Floorplan with the power grid:
Pins as bars on the die edge.
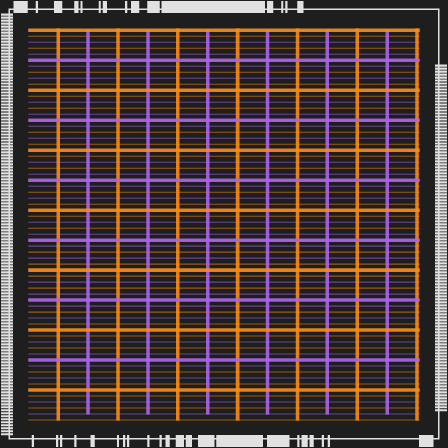
Met1 routing:
Supply wires on this layer in gray.
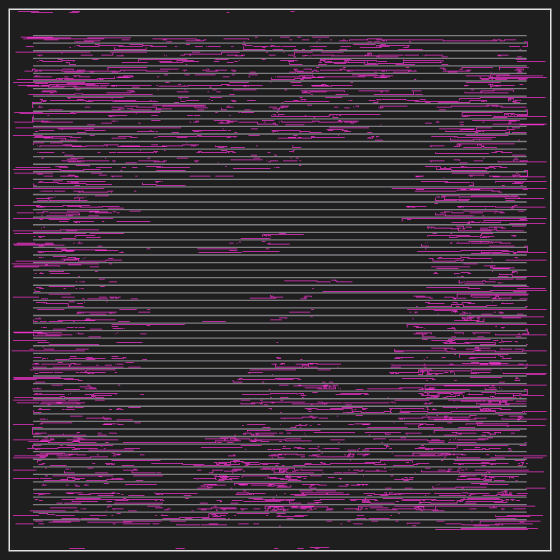
Where the registers sit:
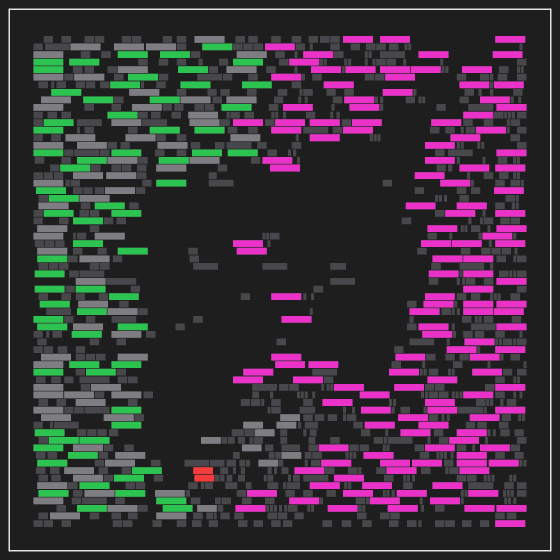
[src/rtl/mem_arbiter.sv]
// Two-client round-robin arbiter sharing one memory get/put port.
// Issued requests are tagged so responses return to their client in order.
module mem_arbiter #(
    parameter int unsigned DEPTH = 2,
    parameter int unsigned REQ_W = 68
) (
    input  logic             CLK,
    input  logic             RST,

    input  logic             c0_put_enable,
    output logic             c0_put_ready,
    input  logic [REQ_W-1:0] c0_put_request,
    input  logic             c0_get_enable,
    output logic             c0_get_ready,
    output logic [REQ_W-1:0] c0_get_response,

    input  logic             c1_put_enable,
    output logic             c1_put_ready,
    input  logic [REQ_W-1:0] c1_put_request,
    input  logic             c1_get_enable,
    output logic             c1_get_ready,
    output logic [REQ_W-1:0] c1_get_response,

    output logic             m_put_enable,
    input  logic             m_put_ready,
    output logic [REQ_W-1:0] m_put_request,
    output logic             m_get_enable,
    input  logic             m_get_ready,
    input  logic [REQ_W-1:0] m_get_response
);

    localparam int unsigned PTR_W = (DEPTH > 1) ? $clog2(DEPTH) : 1;
    localparam int unsigned CNT_W = $clog2(DEPTH + 1);

    // Per-client request and response buffers
    logic [1:0]       rq_vld_q, rq_vld_d;
    logic [REQ_W-1:0] rq_data_q [2];
    logic [REQ_W-1:0] rq_data_d [2];
    logic [1:0]       rs_vld_q, rs_vld_d;
    logic [REQ_W-1:0] rs_data_q [2];
    logic [REQ_W-1:0] rs_data_d [2];

    // Tag FIFO recording which client owns each outstanding request
    logic [DEPTH-1:0] tag_q, tag_d;
    logic [PTR_W-1:0] wr_ptr_q, wr_ptr_d;
    logic [PTR_W-1:0] rd_ptr_q, rd_ptr_d;
    logic [CNT_W-1:0] cnt_q, cnt_d;
    logic             prio_q, prio_d;

    logic [1:0]       put_en;
    logic [1:0]       get_en;
    logic [REQ_W-1:0] put_req [2];
    logic             tag_full;
    logic             issue;
    logic             grant;
    logic             head_tag;
    logic             ret;

    function automatic logic [PTR_W-1:0] ptr_inc(input logic [PTR_W-1:0] p);
        return (p == PTR_W'(DEPTH - 1)) ? '0 : p + PTR_W'(1);
    endfunction

    assign put_en     = {c1_put_enable, c0_put_enable};
    assign get_en     = {c1_get_enable, c0_get_enable};
    assign put_req[0] = c0_put_request;
    assign put_req[1] = c1_put_request;

    // Count check uses the registered value, so a same-cycle pop does not unblock issue
    assign tag_full = (cnt_q == CNT_W'(DEPTH));
    assign issue    = !RST && (rq_vld_q != 2'b00) && m_put_ready && !tag_full;
    assign grant    = (&rq_vld_q) ? prio_q : rq_vld_q[1];
    assign head_tag = tag_q[rd_ptr_q];
    assign ret      = !RST && m_get_ready && (cnt_q != '0) && !rs_vld_q[head_tag];

    assign c0_put_ready    = !RST && !rq_vld_q[0];
    assign c1_put_ready    = !RST && !rq_vld_q[1];
    assign c0_get_ready    = !RST && rs_vld_q[0];
    assign c1_get_ready    = !RST && rs_vld_q[1];
    assign c0_get_response = rs_data_q[0];
    assign c1_get_response = rs_data_q[1];
    assign m_put_enable    = issue;
    assign m_put_request   = rq_data_q[grant];
    assign m_get_enable    = ret;

    always_comb begin
        rq_vld_d  = rq_vld_q;
        rq_data_d = rq_data_q;
        rs_vld_d  = rs_vld_q;
        rs_data_d = rs_data_q;
        tag_d     = tag_q;
        wr_ptr_d  = wr_ptr_q;
        rd_ptr_d  = rd_ptr_q;
        cnt_d     = cnt_q;
        prio_d    = prio_q;

        for (int i = 0; i < 2; i++) begin
            if (put_en[i] && !rq_vld_q[i]) begin
                rq_vld_d[i]  = 1'b1;
                rq_data_d[i] = put_req[i];
            end
            if (get_en[i] && rs_vld_q[i]) begin
                rs_vld_d[i] = 1'b0;
            end
        end

        if (issue) begin
            rq_vld_d[grant] = 1'b0;
            tag_d[wr_ptr_q] = grant;
            wr_ptr_d        = ptr_inc(wr_ptr_q);
            prio_d          = !grant;
        end

        if (ret) begin
            rs_vld_d[head_tag]  = 1'b1;
            rs_data_d[head_tag] = m_get_response;
            rd_ptr_d            = ptr_inc(rd_ptr_q);
        end

        case ({issue, ret})
            2'b10:   cnt_d = cnt_q + CNT_W'(1);
            2'b01:   cnt_d = cnt_q - CNT_W'(1);
            default: cnt_d = cnt_q;
        endcase
    end

    always_ff @(posedge CLK) begin
        if (RST) begin
            rq_vld_q <= '0;
            rs_vld_q <= '0;
            tag_q    <= '0;
            wr_ptr_q <= '0;
            rd_ptr_q <= '0;
            cnt_q    <= '0;
            prio_q   <= 1'b0;
        end else begin
            rq_vld_q <= rq_vld_d;
            rs_vld_q <= rs_vld_d;
            tag_q    <= tag_d;
            wr_ptr_q <= wr_ptr_d;
            rd_ptr_q <= rd_ptr_d;
            cnt_q    <= cnt_d;
            prio_q   <= prio_d;
        end
    end

    // Payload registers are qualified by the valid bits and need no reset
    always_ff @(posedge CLK) begin
        rq_data_q <= rq_data_d;
        rs_data_q <= rs_data_d;
    end

endmodule

[config.mk]
export PLATFORM = sky130hd
export DESIGN_NAME = mem_arbiter
export DESIGN_NICKNAME = d
export VERILOG_FILES = /design/src/rtl/mem_arbiter.sv
export SDC_FILE = /design/constraint.sdc
export NUM_CORES = 1
export LEC_CHECK = 0
export CAP_MARGIN = 20
export CORE_MARGIN = 8
export CORE_UTILIZATION = 30
export CTS_CLUSTER_DIAMETER = 100
export DETAILED_ROUTE_END_ITERATION = 7
export SETUP_SLACK_MARGIN = 0.5
export SYNTH_ARGS = -nofsm -noshare
export SYNTH_HDL_FRONTEND = slang
export SYNTH_SLANG_ARGS = --single-unit
export TNS_END_PERCENT = 30
[constraint.sdc]
create_clock -name CLK -period 14.1 [get_ports CLK]
set_input_delay 3.525 -clock CLK [delete_from_list [all_inputs] [get_ports CLK]]
set_output_delay 3.525 -clock CLK [all_outputs]
set_load 0.02 [all_outputs]
==> GITHUB_STEP_SUMMARY <==
## Synthesis and layout report

| Metric | Value |
|---|---|
| Status | `finished, final reports clean` |
| Placement-stage cell area | `14300 um^2` |
| Largest fanout on the critical path | `11` |
| Yosys warning total | `0` |
| Crit path to | `m_get_enable` |
| Critical Path AT | `roughly 5.4 ns` |
| First-pass iteration count of the detailed router | `6` |
| Met3 Resource Use GR | `11.0%` |
| Yosys aoi share | `between 1 and 1.5%` |
| Reg power frac | `50.3%` |
| Setup TNS | `0 ns` |
| Syn Inst Count | `549` |
| Met2 wire length | `13700 um` |
| Mapped Area | `9520 um^2` |
| Core area | `31400 um^2` |
| Non-clock buffer count in the final layout | `427` |
| GRT Util Overall | `15.2%` |
| HP Start | `tag_q[0]` |
| Clock buf count | `38` |
| Inst Count DP | `1363` |
| Synth cell count leaders | `272 x edfxtp_1, 206 x nand2_1, 11 x dfxtp_1` |
| Relative slew margins | `between 30% and 40%` |
| Combinational share of power | `11.3%` |
| Met2 usage | `24.5%` |
| Period utilization | `between 60% and 70%` |
| H-tree levels | `1` |
| CTS Buf Count | `30` |
| PwrDens | `127 nW/um^2` |
| Detail-routed via count per cell | `approximately 4.3` |
| Final non-filler cell total | `1419` |
| Final wirelength | `30200 um` |
| ClkCell Share | `between 6 and 7%` |
| Total power | `roughly 1.9 mW` |
| Tapcell count | `402` |
| GRT busiest layer | `met2` |
| Chip area | `around 38000 um^2` |
| First-pass GRT wire length | `43100 um` |
| Final Cell Area | `15200 um^2` |
| Pins Over Slew Limit | `0` |
| Combinational gate power | `around 220 uW` |
| Largest Register | `rq_data_q` |
| Clock share of power | `38.4%` |
| Internal power | `1.50 mW` |
| Synth-to-Final Area Change | `59.5%` |
| Slew @ Worst Pin | `between 0.9 and 1 ns` |
| Vias in the first global route | `approximately 6400` |
| Non-clock buffer area fraction after layout | `28.0%` |
| Die X | `194 um` |
| Flip-flops with a built-in enable | `272` |
## Picture notes: 'floorplan with the power grid'
- VDD: purple
- VSS: orange
- signal pins: 422
- met1 rails: 66
- rows: 65

## Picture notes: 'met1 routing'
- longest straight run: 60.3 um
- nets with wire on the layer: 1101
- share of all routed wire: 36%
- wire length on this layer: 11000 um

## Picture notes: 'where the registers sit'
- cnt_q: red (flops 2)
- c0_get_response: green (flops 68)
- rq_data_q: magenta (flops 136)

-- critical path, cell delays in order --
cell             delay [ns]
clkdlybuf4s50_1        0.61
inv_1                  0.25
o211ai_1               0.22
nor2_1                 0.21
clkdlybuf4s50_1        0.63
-- cells in the final DEF (no fill, tap or decap), types with 2 or more instances in the layout --
cell,count
nor2b_4,2
clkinv_1,7
o21ai_0,2
clkbuf_1,8
o21a_1,2
edfxtp_1,272
clkdlybuf4s50_1,421
nor2b_1,3
clkinv_2,5
or3_1,2
buf_4,6
nand2b_1,3
mux2i_1,2
a21oi_1,4
clkbuf_16,30
inv_1,5
dfxtp_1,11
nand2_1,206
bufinv_16,2
nor2_1,5
Power figures rest on the tool's default switching activity, not on a simulated workload.
